`src/rtl/elink_link.sv`:
```
// Simplified single-clock eLink transceiver: three arbitrated TX channels framed onto a byte link,
// received frames decoded onto three RX channels, plus chip clock/reset generation and a mailbox counter.
module elink_link #(
    parameter logic [3:0] ROWID           = 4'h2,
    parameter logic [3:0] COLID           = 4'h3,
    parameter int         MBOX_DEPTH      = 4,
    parameter int         CHIP_RST_CYCLES = 16
) (
    input  logic       clkin,
    input  logic       hard_reset,
    input  logic       txwr_clk,
    input  logic       txrd_clk,
    input  logic       txrr_clk,
    input  logic       rxwr_clk,
    input  logic       rxrd_clk,
    input  logic       rxrr_clk,
    input  logic       txwr_access,
    input  logic [1:0] txwr_packet,
    output logic       txwr_wait,
    input  logic       txrd_access,
    input  logic [1:0] txrd_packet,
    output logic       txrd_wait,
    input  logic       txrr_access,
    input  logic [1:0] txrr_packet,
    output logic       txrr_wait,
    output logic       rxwr_access,
    output logic [1:0] rxwr_packet,
    input  logic       rxwr_wait,
    output logic       rxrd_access,
    output logic [1:0] rxrd_packet,
    input  logic       rxrd_wait,
    output logic       rxrr_access,
    output logic [1:0] rxrr_packet,
    input  logic       rxrr_wait,
    output logic [7:0] txo_data_p,
    output logic [7:0] txo_data_n,
    output logic       txo_frame_p,
    output logic       txo_frame_n,
    output logic       txo_lclk_p,
    output logic       txo_lclk_n,
    input  logic       txi_wr_wait_p,
    input  logic       txi_wr_wait_n,
    input  logic       txi_rd_wait_p,
    input  logic       txi_rd_wait_n,
    input  logic [7:0] rxi_data_p,
    input  logic [7:0] rxi_data_n,
    input  logic       rxi_frame_p,
    input  logic       rxi_frame_n,
    input  logic       rxi_lclk_p,
    input  logic       rxi_lclk_n,
    output logic       rxo_wr_wait_p,
    output logic       rxo_wr_wait_n,
    output logic       rxo_rd_wait_p,
    output logic       rxo_rd_wait_n,
    input  logic [2:0] clkbypass,
    output logic       cclk_p,
    output logic       cclk_n,
    output logic       chip_resetb,
    output logic [3:0] rowid,
    output logic [3:0] colid,
    output logic       mailbox_not_empty,
    output logic       mailbox_full
);

    localparam logic [1:0] T_WR = 2'b01;
    localparam logic [1:0] T_RD = 2'b10;
    localparam logic [1:0] T_RR = 2'b11;
    localparam logic [3:0] MB_MAX = 4'(MBOX_DEPTH);
    localparam int RCW = $clog2(CHIP_RST_CYCLES + 1) + 1;
    localparam logic [RCW-1:0] RST_LIM = RCW'(CHIP_RST_CYCLES);

    // Channel index 0 = write, 1 = read, 2 = read response.
    logic [2:0]      tx_acc;
    logic [2:0][1:0] tx_pkt;
    logic [2:0]      txv_q, txv_d;
    logic [2:0][1:0] txp_q, txp_d;
    logic [7:0]      txd_q, txd_d;
    logic            txf_q, txf_d;

    logic [2:0]      rx_wait;
    logic [2:0]      rx_hot;
    logic [2:0]      rxv_q, rxv_d;
    logic [2:0][1:0] rxp_q, rxp_d;

    logic [3:0]      mb_q, mb_d;
    logic            mb_inc, mb_dec;

    logic            lclk_q;
    logic            cclk_q;
    logic [2:0]      cdiv_q;
    logic [RCW-1:0]  rcnt_q, rcnt_d;
    logic            rstb_q;

    always_comb begin
        tx_acc = {txrr_access, txrd_access, txwr_access};
        tx_pkt = {txrr_packet, txrd_packet, txwr_packet};
        txv_d  = txv_q;
        txp_d  = txp_q;
        txd_d  = 8'h00;
        txf_d  = 1'b0;
        // Fixed priority rr > rd > wr, gated by the matching remote stall.
        if (txv_q[2] && !txi_rd_wait_p) begin
            txf_d    = 1'b1;
            txd_d    = {T_RR, 4'b0000, txp_q[2]};
            txv_d[2] = 1'b0;
        end else if (txv_q[1] && !txi_rd_wait_p) begin
            txf_d    = 1'b1;
            txd_d    = {T_RD, 4'b0000, txp_q[1]};
            txv_d[1] = 1'b0;
        end else if (txv_q[0] && !txi_wr_wait_p) begin
            txf_d    = 1'b1;
            txd_d    = {T_WR, 4'b0000, txp_q[0]};
            txv_d[0] = 1'b0;
        end
        for (int i = 0; i < 3; i++) begin
            if (tx_acc[i] && !txv_q[i]) begin
                txv_d[i] = 1'b1;
                txp_d[i] = tx_pkt[i];
            end
        end
    end

    always_comb begin
        rx_wait = {rxrr_wait, rxrd_wait, rxwr_wait};
        rx_hot  = 3'b000;
        if (rxi_frame_p) begin
            rx_hot = {rxi_data_p[7:6] == T_RR, rxi_data_p[7:6] == T_RD, rxi_data_p[7:6] == T_WR};
        end
        rxv_d = rxv_q;
        rxp_d = rxp_q;
        for (int i = 0; i < 3; i++) begin
            if (rxv_q[i] && !rx_wait[i]) begin
                rxv_d[i] = 1'b0;
            end
            // A frame aimed at a buffer that was full on this edge is dropped.
            if (rx_hot[i] && !rxv_q[i]) begin
                rxv_d[i] = 1'b1;
                rxp_d[i] = rxi_data_p[1:0];
            end
        end
        mb_inc = rx_hot[0] && !rxv_q[0] && (rxi_data_p[1:0] == 2'b11) && (mb_q != MB_MAX);
        mb_dec = rx_hot[1] && !rxv_q[1] && (rxi_data_p[1:0] == 2'b11) && (mb_q != 4'd0);
        mb_d   = mb_q;
        if (mb_inc && !mb_dec) begin
            mb_d = mb_q + 4'd1;
        end else if (mb_dec && !mb_inc) begin
            mb_d = mb_q - 4'd1;
        end
        rcnt_d = (rcnt_q == RST_LIM) ? rcnt_q : rcnt_q + 1'b1;
    end

    always_ff @(posedge clkin) begin
        if (hard_reset) begin
            txv_q  <= 3'b000;
            txd_q  <= 8'h00;
            txf_q  <= 1'b0;
            rxv_q  <= 3'b000;
            rxp_q  <= '0;
            mb_q   <= 4'd0;
            lclk_q <= 1'b0;
            cclk_q <= 1'b0;
            cdiv_q <= 3'd0;
            rcnt_q <= '0;
            rstb_q <= 1'b0;
        end else begin
            txv_q  <= txv_d;
            txd_q  <= txd_d;
            txf_q  <= txf_d;
            rxv_q  <= rxv_d;
            rxp_q  <= rxp_d;
            mb_q   <= mb_d;
            lclk_q <= ~lclk_q;
            if (cdiv_q == clkbypass) begin
                cdiv_q <= 3'd0;
                cclk_q <= ~cclk_q;
            end else begin
                cdiv_q <= cdiv_q + 3'd1;
            end
            rcnt_q <= rcnt_d;
            rstb_q <= (rcnt_d == RST_LIM);
        end
    end

    // TX payload storage is only meaningful while its valid bit is set, so it needs no reset.
    always_ff @(posedge clkin) begin
        txp_q <= txp_d;
    end

    assign txwr_wait         = txv_q[0];
    assign txrd_wait         = txv_q[1];
    assign txrr_wait         = txv_q[2];
    assign rxwr_access       = rxv_q[0];
    assign rxrd_access       = rxv_q[1];
    assign rxrr_access       = rxv_q[2];
    assign rxwr_packet       = rxp_q[0];
    assign rxrd_packet       = rxp_q[1];
    assign rxrr_packet       = rxp_q[2];
    assign txo_data_p        = txd_q;
    assign txo_data_n        = ~txd_q;
    assign txo_frame_p       = txf_q;
    assign txo_frame_n       = ~txf_q;
    assign txo_lclk_p        = lclk_q;
    assign txo_lclk_n        = ~lclk_q;
    assign rxo_wr_wait_p     = rxv_q[0];
    assign rxo_wr_wait_n     = ~rxv_q[0];
    assign rxo_rd_wait_p     = rxv_q[1] | rxv_q[2];
    assign rxo_rd_wait_n     = ~(rxv_q[1] | rxv_q[2]);
    assign cclk_p            = cclk_q;
    assign cclk_n            = ~cclk_q;
    assign chip_resetb       = rstb_q;
    assign rowid             = ROWID;
    assign colid             = COLID;
    assign mailbox_not_empty = (mb_q != 4'd0);
    assign mailbox_full      = (mb_q == MB_MAX);

    logic unused_inputs;
    assign unused_inputs = ^{txwr_clk, txrd_clk, txrr_clk, rxwr_clk, rxrd_clk, rxrr_clk,
                             txi_wr_wait_n, txi_rd_wait_n, rxi_data_n, rxi_frame_n,
                             rxi_lclk_p, rxi_lclk_n, rxi_data_p[5:2]};

endmodule

```
`config.mk`:
```
export PLATFORM = sky130hd
export DESIGN_NAME = elink_link
export DESIGN_NICKNAME = d
export VERILOG_FILES = /design/src/rtl/elink_link.sv
export SDC_FILE = /design/constraint.sdc
export NUM_CORES = 1
export LEC_CHECK = 0
export ABC_AREA = 1
export CAP_MARGIN = 20
export CORE_MARGIN = 1.5
export CORE_UTILIZATION = 39
export CTS_BUF_LIST = sky130_fd_sc_hd__clkbuf_16
export CTS_CLUSTER_DIAMETER = 30
export CTS_CLUSTER_SIZE = 10
export DETAILED_ROUTE_END_ITERATION = 10
export PLACE_DENSITY = 0.8
export SETUP_SLACK_MARGIN = 0.15
export SLEW_MARGIN = 20
export SYNTH_ARGS = -nofsm -noshare
export SYNTH_HDL_FRONTEND = slang
export SYNTH_SLANG_ARGS = --single-unit
```
`constraint.sdc`:
```
create_clock -name clkin -period 3 [get_ports clkin]
set_clock_uncertainty 0.15 [all_clocks]
set_input_delay 0.6 -clock clkin [delete_from_list [all_inputs] [get_ports clkin]]
set_output_delay 0.6 -clock clkin [all_outputs]
set_load 0.005 [all_outputs]
```
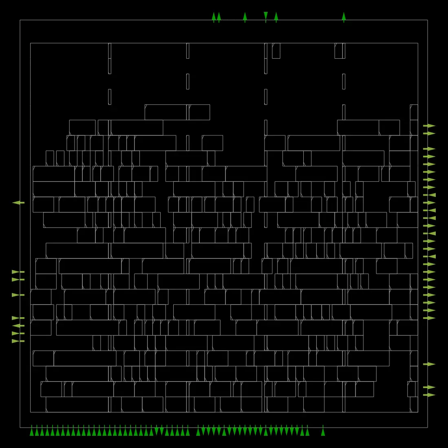
(placed standard cells)
Std-Cell Core Area: 0.00447 mm2
seq_cells: 39
Final Core Density: 0.571

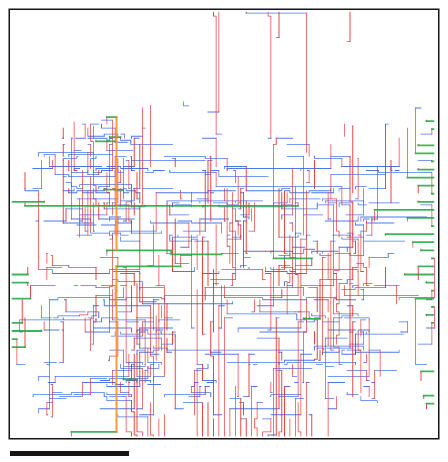
(metal layers overlaid)
The bar under the picture is 20 um long.
color	layer	wire length
blue	met1	1580 um
red	met2	1900 um
orange	met4	50.3 um
green	met3	194 um
average routed wire per standard cell: 10.8 um
DRT Wirelength: 3730 um

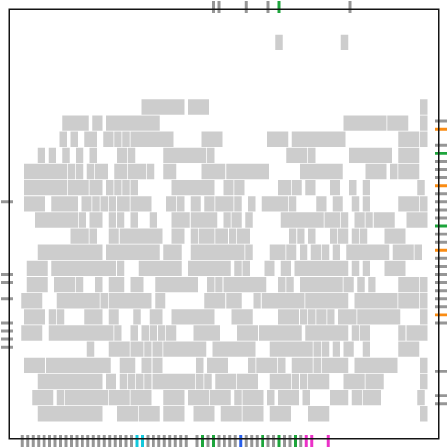
(I/O pins on the die edge)
Pins as bars across the die edge, other pins in gray.
color	port	pins	direction	edge
cyan	txwr_packet	2	input	bottom
green	txo_data_n	8	output	5 bottom, 2 right, 1 top
blue	txo_frame_p	1	output	bottom
orange	colid	4	output	right
magenta	clkbypass	3	input	bottom
DIE HEIGHT: 72.1 um
chip width: 72.1 um
PortBufs: 56

==> deck_impl_summary.md <==
Run Summary

Layout
  • Layout Area Growth over Synthesis: 37.2%
  • Most frequent logic cell in the layout: clkdlybuf4s50_1
  • MI comb area: between 700 and 800 um2
  • Layout Cells excl Fill: ~350
  • FILL cells: between 400 and 500

Routing
  • Vias per cell: 4.61
  • DRC: 0
  • DRT iter0 DRCs: about 73

Yosys
  • Mapped Area: 0.00186 mm2
  • Synth area leader: dfxtp_1
  • Most frequent cell after synthesis: inv_1
  • Dominant cell area share: 0.355

Placed design
  • RePlAce Congestion: 0.879

Timing
  • RSZ-0062 raised after global routing: no
  • Final Hold Viols: 0
  • Hold slack final: 0.303 ns

Global route
  • First-pass GRT wire length: 6360 um

Worst hold path
  • Worst hold-check path type: reg2reg

CTS
  • Clock slew at reported path FFs: 0.05 ns
  • Setup bufs post-CTS: 0
  • # clock sinks: 39

Setup path
  • Data required, critical path: 3.06 ns
  • CP max FO: 3
  • Crit Path Class: in2reg
  • WP data arrival: 2.70 ns

Power and ir drop
  • Power density over the cells: 496 mW/mm2
  • Flop pwr share: 0.464
  • Int Power: 974 uW

Outcome
  • Status: finished, final reports clean

Run
  • Tool warnings: 50
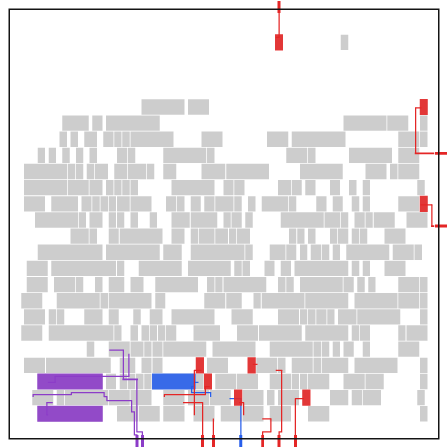
(I/O nets highlighted)
color	port	direction	end cells	buffers	wire
blue	txo_frame_p	output	1	1	14.8 um
purple	txwr_packet	input	2	2	66.9 um
red	txo_data_n	output	8	4	80.7 um
boundary pin count: 96

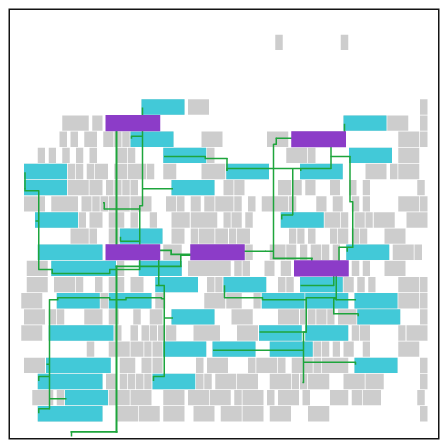
(routed clock nets over the placement)
[green] clock wires | length: 462 um
[cyan] flip-flops | count: 39
[purple] cells driving clock nets | count: 5
routed clock nets	6
P_clk: 487 uW
Clock power frac: 0.384
Worst-Skew Late Latency: 0.28 ns

state kept, by name (all words and copies together) (netlist names):
name         flops
cdiv_q           3
txo_data_p       4
rxrd_packet      2
rxwr_packet      2
rcnt_q           6
rxrr_packet      2
txp_q            6
rxv_q            3
chip_resetb      1
txo_lclk_p       1
cclk_p           1
txo_frame_p      1
txv_q            3
mb_q             4
kinds of logic (layout without fill, tap and decap cells):
| kind of cell | Yosys count | count (layout) | synth area share |
|---|---|---|---|
| AND-OR/OR-AND | 25 | 25 | 0.0733 |
| XOR/XNOR | 9 | 9 | 0.0423 |
| adder cells (fa/ha/maj) | 7 | 7 | 0.0511 |
| buffers and inverters | 59 | 106 | 0.159 |
| flip-flops | 39 | 39 | 0.452 |
| other | 2 | 16 | 0.00403 |
| AND/OR/NAND/NOR | 91 | 91 | 0.219 |
layout make-up:
type,count,area share
Clock buffer,5,0.0490
Clock inverter,3,0.00490
Inverter,38,0.0558
Multi-Input combinational cell,148,0.305
Sequential cell,39,0.329
Tap cell,52,0.0255
Timing Repair Buffer,60,0.231
worst paths after layout:
check	from	to	slack [ns]	cells past startpoint
min reg2reg	txo_lclk_p	txo_lclk_p	0.30	1
max	rxi_frame_p	mb_q[3]	0.36	15
min	txo_lclk_p	txo_lclk_p	0.30	1
max reg2reg	mb_q[0]	mb_q[3]	0.57	12
routing by layer:
metal,track usage,up-vias
met5,0,-
met3,0.0306,4
met1,0.186,716
li1,-,816
met2,0.274,56
met4,0.0629,0
worst max-delay path: stages:
cell	delay [ns]
clkdlybuf4s50_1	0.48
nand2_1	0.06
inv_1	0.08
nand3_1	0.09
inv_1	0.11
nand4_1	0.11
ha_1	0.22
inv_1	0.08
ha_1	0.24
or2_2	0.31
nand2_1	0.07
nand2b_1	0.05
nand2_1	0.05
nand2_1	0.05
a21oi_1	0.10
Power and IR drop assume default switching activity.
